File: config.mk
export PLATFORM = sky130hd
export DESIGN_NAME = instr_fetch_unit
export DESIGN_NICKNAME = d
export VERILOG_FILES = /design/src/rtl/fetch_pkg.sv /design/src/rtl/fetch_buffer.sv /design/src/rtl/instr_fetch_unit.sv
export SDC_FILE = /design/constraint.sdc
export NUM_CORES = 1
export LEC_CHECK = 0
export ABC_AREA = 1
export CORE_MARGIN = 10
export CORE_UTILIZATION = 30
export CTS_CLUSTER_DIAMETER = 200
export DETAILED_ROUTE_END_ITERATION = 8
export HOLD_SLACK_MARGIN = 0.05
export REMOVE_ABC_BUFFERS = 1
export SETUP_SLACK_MARGIN = 0.02
export SLEW_MARGIN = 0
export SYNTH_ARGS = -nofsm -noshare
export SYNTH_HDL_FRONTEND = slang
export SYNTH_SLANG_ARGS = --single-unit
File: constraint.sdc
create_clock -name clk -period 2.2 [get_ports clk]
set_input_delay 0.66 -clock clk [delete_from_list [all_inputs] [get_ports clk]]
set_output_delay 0.66 -clock clk [all_outputs]
set_load 0.01 [all_outputs]
File: src/rtl/fetch_pkg.sv
// Shared definitions for the instruction fetch front end.
// Contents: default address width, opcode field bounds, NOP encoding and
// the fetch FSM state type.
package fetch_pkg;

   localparam int unsigned ADDR_W_DEFAULT = 32;
   localparam int unsigned INSTR_W        = 32;
   localparam int unsigned OPCODE_MSB     = 31;
   localparam int unsigned OPCODE_LSB     = 26;

   localparam logic [INSTR_W-1:0] NOP_INSTR = 32'h0;

   typedef enum logic [1:0] {
      StIdle,
      StReq,
      StWait,
      StFull
   } fetch_state_e;

endpackage

File: src/rtl/fetch_buffer.sv
// Synchronous FIFO holding fetched {instruction, pc+4} entries.
// Ports:
//   clk, rst_n   clock, asynchronous active-low reset
//   flush_i      empty the FIFO (wins over push_i and pop_i)
//   push_i       write data_i at the tail
//   data_i       entry to write
//   pop_i        drop the head entry
//   head_o       head entry (only meaningful while count_o != 0)
//   count_o      number of valid entries, 0..DEPTH
// The caller guarantees no push when full and no pop when empty.
module fetch_buffer #(
   parameter int unsigned DEPTH = 2,
   parameter int unsigned WIDTH = 64
) (
   input  logic                     clk,
   input  logic                     rst_n,
   input  logic                     flush_i,
   input  logic                     push_i,
   input  logic [WIDTH-1:0]         data_i,
   input  logic                     pop_i,
   output logic [WIDTH-1:0]         head_o,
   output logic [$clog2(DEPTH):0]   count_o
);

   localparam int unsigned PtrW = $clog2(DEPTH);
   localparam int unsigned CntW = PtrW + 1;

   logic [WIDTH-1:0] mem_q [DEPTH];
   logic [PtrW-1:0]  wr_ptr_q, wr_ptr_d;
   logic [PtrW-1:0]  rd_ptr_q, rd_ptr_d;
   logic [CntW-1:0]  count_q, count_d;

   always_comb begin
      wr_ptr_d = wr_ptr_q;
      rd_ptr_d = rd_ptr_q;
      count_d  = count_q;
      if (flush_i) begin
         wr_ptr_d = '0;
         rd_ptr_d = '0;
         count_d  = '0;
      end else begin
         // DEPTH is a power of two, so pointers wrap by overflow.
         if (push_i) wr_ptr_d = wr_ptr_q + PtrW'(1);
         if (pop_i)  rd_ptr_d = rd_ptr_q + PtrW'(1);
         count_d = count_q + CntW'(push_i) - CntW'(pop_i);
      end
   end

   always_ff @(posedge clk or negedge rst_n) begin
      if (!rst_n) begin
         wr_ptr_q <= '0;
         rd_ptr_q <= '0;
         count_q  <= '0;
         for (int unsigned i = 0; i < DEPTH; i++) mem_q[i] <= '0;
      end else begin
         wr_ptr_q <= wr_ptr_d;
         rd_ptr_q <= rd_ptr_d;
         count_q  <= count_d;
         if (push_i && !flush_i) mem_q[wr_ptr_q] <= data_i;
      end
   end

   assign head_o  = mem_q[rd_ptr_q];
   assign count_o = count_q;

endmodule

File: src/rtl/instr_fetch_unit.sv
// Instruction fetch front end: owns the PC, issues single-outstanding
// requests to instruction memory, buffers responses and hands them to decode.
// Ports:
//   clk, rst_n                  clock, asynchronous active-low reset
//   imem_req_valid/ready/addr   fetch request channel (word-aligned address)
//   imem_rsp_valid/data         one response per accepted request
//   id_valid/ready              decode handshake; pop on valid && ready
//   id_instr/opcode/pc_plus4    head instruction, its opcode field, its pc+4
//   redirect_valid/pc           branch redirect pulse; flushes buffer and
//                               squashes any in-flight response
module instr_fetch_unit
   import fetch_pkg::*;
#(
   parameter int unsigned       ADDR_W   = ADDR_W_DEFAULT,
   parameter logic [ADDR_W-1:0] RESET_PC = '0,
   parameter int unsigned       DEPTH    = 2
) (
   input  logic              clk,
   input  logic              rst_n,
   output logic              imem_req_valid,
   input  logic              imem_req_ready,
   output logic [ADDR_W-1:0] imem_req_addr,
   input  logic              imem_rsp_valid,
   input  logic [31:0]       imem_rsp_data,
   output logic              id_valid,
   input  logic              id_ready,
   output logic [31:0]       id_instr,
   output logic [5:0]        id_opcode,
   output logic [ADDR_W-1:0] id_pc_plus4,
   input  logic              redirect_valid,
   input  logic [ADDR_W-1:0] redirect_pc
);

   localparam int unsigned     CntW     = $clog2(DEPTH) + 1;
   localparam int unsigned     EntryW   = INSTR_W + ADDR_W;
   localparam logic [CntW-1:0] DepthCnt = CntW'(DEPTH);

   fetch_state_e      state_q, state_d;
   logic [ADDR_W-1:0] pc_q, pc_d;
   // Set when the outstanding response belongs to a redirected-away path.
   logic              kill_q, kill_d;

   logic [CntW-1:0]   count;
   logic [CntW-1:0]   count_after;
   logic [EntryW-1:0] head;
   logic [ADDR_W-1:0] pc_plus4;
   logic              push, pop;

   assign pc_plus4 = pc_q + ADDR_W'(4);
   assign id_valid = (count != '0);
   // Redirect flushes the buffer, so a same-cycle pop or push is meaningless.
   assign pop      = id_valid & id_ready & ~redirect_valid;
   assign push     = (state_q == StWait) & imem_rsp_valid & ~kill_q & ~redirect_valid;
   assign count_after = count + CntW'(push) - CntW'(pop);

   fetch_buffer #(
      .DEPTH (DEPTH),
      .WIDTH (EntryW)
   ) u_buffer (
      .clk     (clk),
      .rst_n   (rst_n),
      .flush_i (redirect_valid),
      .push_i  (push),
      .data_i  ({imem_rsp_data, pc_plus4}),
      .pop_i   (pop),
      .head_o  (head),
      .count_o (count)
   );

   always_comb begin
      state_d        = state_q;
      pc_d           = pc_q;
      kill_d         = kill_q;
      imem_req_valid = 1'b0;

      unique case (state_q)
         StIdle: state_d = StReq;
         StReq: begin
            imem_req_valid = 1'b1;
            if (imem_req_ready) state_d = StWait;
         end
         StWait: begin
            if (imem_rsp_valid) begin
               if (kill_q) begin
                  kill_d  = 1'b0;
                  state_d = StReq;
               end else begin
                  pc_d    = pc_plus4;
                  state_d = (count_after < DepthCnt) ? StReq : StFull;
               end
            end
         end
         StFull: if (count < DepthCnt) state_d = StReq;
         default: state_d = StIdle;
      endcase

      if (redirect_valid) begin
         pc_d = redirect_pc & ~ADDR_W'(3);
         unique case (state_q)
            StReq: begin
               // An accepted request to the old address still owes a response.
               state_d = imem_req_ready ? StWait : StReq;
               kill_d  = imem_req_ready;
            end
            StWait: begin
               state_d = imem_rsp_valid ? StReq : StWait;
               kill_d  = ~imem_rsp_valid;
            end
            default: begin
               state_d = StReq;
               kill_d  = 1'b0;
            end
         endcase
      end
   end

   always_ff @(posedge clk or negedge rst_n) begin
      if (!rst_n) begin
         state_q <= StIdle;
         pc_q    <= RESET_PC;
         kill_q  <= 1'b0;
      end else begin
         state_q <= state_d;
         pc_q    <= pc_d;
         kill_q  <= kill_d;
      end
   end

   assign imem_req_addr = pc_q;
   // Outputs read as zero when nothing is buffered.
   assign id_instr      = id_valid ? head[EntryW-1:ADDR_W] : NOP_INSTR;
   assign id_opcode     = id_instr[OPCODE_MSB:OPCODE_LSB];
   assign id_pc_plus4   = id_valid ? head[ADDR_W-1:0] : '0;

endmodule
==> results.json, run 1 <==
{
  "use_met2": 0.267,
  "via_per_inst": 4.67,
  "insertion_delay_ns": 0.43,
  "final_cell_mix": "nand2_1 (431), dfrtp_1 (151), inv_1 (95), clkdlybuf4s50_1 (88), o21ai_1 (58)",
  "layout_setup_ws_ns": -0.125,
  "finalNetCount": 1381,
  "fa_ha_area_frac": 0.0107,
  "syn_to_final_growth_pct": 46.1,
  "regToRegEndpoint": "state_q[1]$_DFFE_PN0P_",
  "busiest_layer": "met2",
  "vdd_drop_max_mv": 0.500,
  "p_int_mw": 7.39,
  "finalInstanceArea_um2": 12000,
  "ys_sh_mux": 0,
  "numCtsBuffers": 17,
  "place_hpwl_um": 19100,
  "logic_gates": 790,
  "finalSetupViolations": 69,
  "path_delay_family": "buffers and inverters",
  "ys_area_um2": 8220,
  "largest_register": "u_buffer.mem_q",
  "fin_tns_setup_ns": -5.34,
  "required_ns": 1.54,
  "synth_area_um2": 8220,
  "final.setup_skew_ns": 0.0125,
  "slowest_stage": "dfrtp_2",
  "top_power_group": "registers",
  "violations": "negative setup slack",
  "power_density_nw_per_um2": 937,
  "comb_area_share": 0.345,
  "clkbuf_count": 20,
  "status": "complete, but fails checks"
}
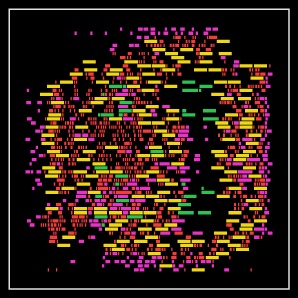
Fig. 1. Cells coloured by class (run 1).
Drawn at 1.5 px/um.
- remaining buffers and delay cells: magenta (cells 231)
- sequential cells: yellow (cells 161)
- remaining logic cells: red (cells 893)
- clock drivers and dummy loads: green (cells 32)

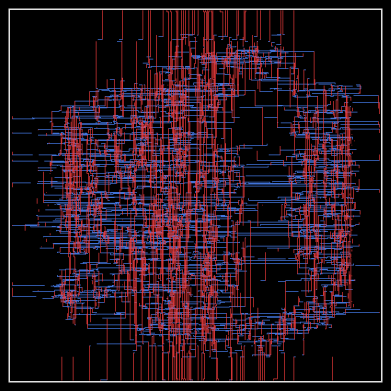
Fig. 2. Metal layers overlaid (run 1).
Drawn at 2 px/um. Two of the layers only.
- M2: red (wire length 13,600 um)
- M1: blue (wire length 12,100 um)

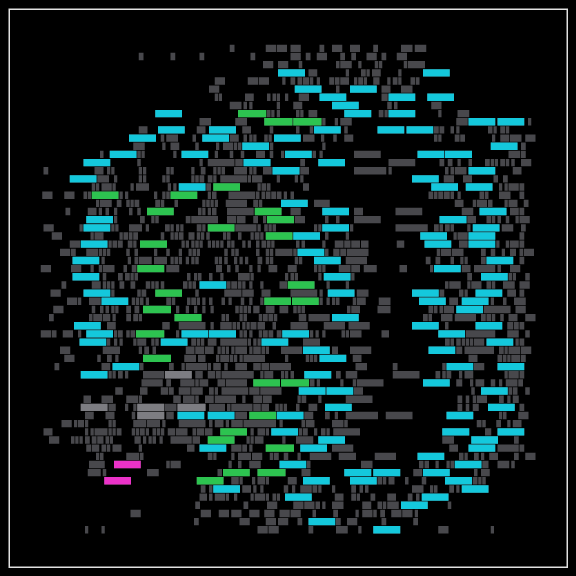
Fig. 3. Sequential cells grouped by signal name (run 1).
Drawn at 3 px/um. Other sequential cells in the stronger grey, the rest of the logic in the fainter grey.
- imem_req_addr: green (placed flops 30)
- u_buffer.mem_q: cyan (placed flops 124; where spread over the die)
- state_q: magenta (placed flops 2)

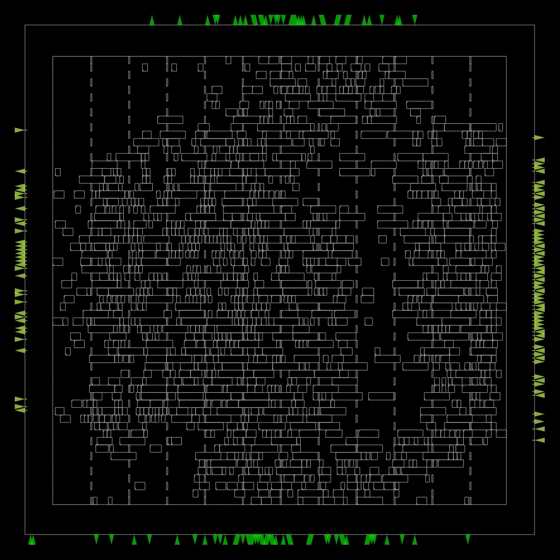
Fig. 4. Placement view (run 1).
Core ar.: 27,000 um2
fin util: 0.445
Final Non-Filler Cells: 1,658
fill count: 2,653
flip-flops: 161

Fig. 5: run 1, the metal 3 layer
Drawn at 2 px/um.
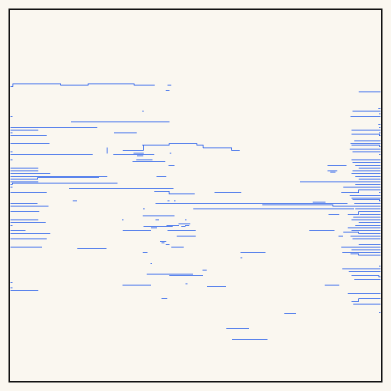

==> inputs of run 2 (changes only) <==
Settings changed: CORE_UTILIZATION 30 to 50, PLACE_DENSITY from default to 0.77, SYNTH_HIERARCHICAL from default to 1.
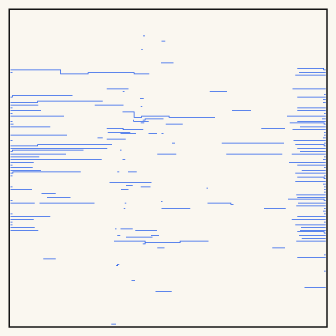
Fig. 6. The metal 3 layer (run 2).
Drawn at 2 px/um.
- main direction: horizontal
- nets with wire on the layer: 139
- share of all routed wire: 6.9%
- longest straight run: 48.1 um

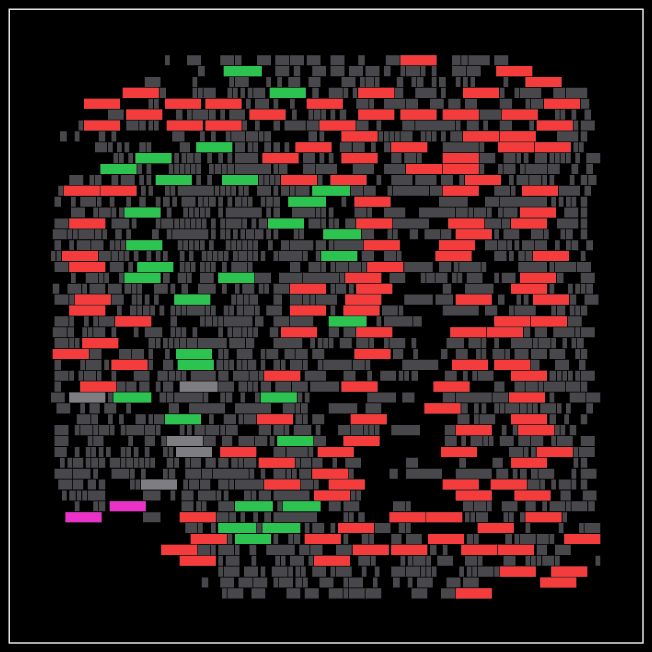
Fig. 7. Sequential cells grouped by signal name (run 2).
Drawn at 4 px/um. Other sequential cells in the stronger grey, the rest of the logic in the fainter grey.
- state_q: magenta (placed flops 2)
- u_buffer/mem_q: red (placed flops 128; where spread over the die)
- imem_req_addr: green (placed flops 30)
- not coloured: 5

==> run 2 against run 1 <==
The flow still finishes with violations (negative setup slack). Combinational power is 6.9% lower. Highest routed layer unchanged. Non-clock buffer count is 10 higher. Via count is 1.6% higher. Global-route usage is 3.5 points higher. Flip-flop count is 4 higher. Setup slack worse by 0.10 ns. Cell area is 3.0% higher. Routed wire length is 11% lower. Die area is 27% lower.
==> results.json, run 2 <==
{
  "final_cell_mix": "nand2_1 (309), inv_1 (157), dfrtp_1 (154), o21ai_2 (107), nor2_1 (90)",
  "vdd_drop_max_mv": 0.587,
  "final.setup_skew_ns": 0.0119,
  "layout_setup_ws_ns": -0.225,
  "ys_sh_mux": 0.0756,
  "status": "complete, but fails checks",
  "top_power_group": "registers",
  "numCtsBuffers": 17,
  "clkbuf_count": 17,
  "via_per_inst": 4.96,
  "finalSetupViolations": 71,
  "regToRegEndpoint": "state_q[1]$_DFFE_PN0P_",
  "slowest_stage": "dfrtp_2",
  "synth_area_um2": 9530,
  "largest_register": "u_buffer/mem_q",
  "required_ns": 1.54,
  "ys_area_um2": 9530,
  "violations": "negative setup slack",
  "logic_gates": 726,
  "place_hpwl_um": 17900,
  "finalNetCount": 1419
}
Power figures rest on the tool's default switching activity, not on a simulated workload.
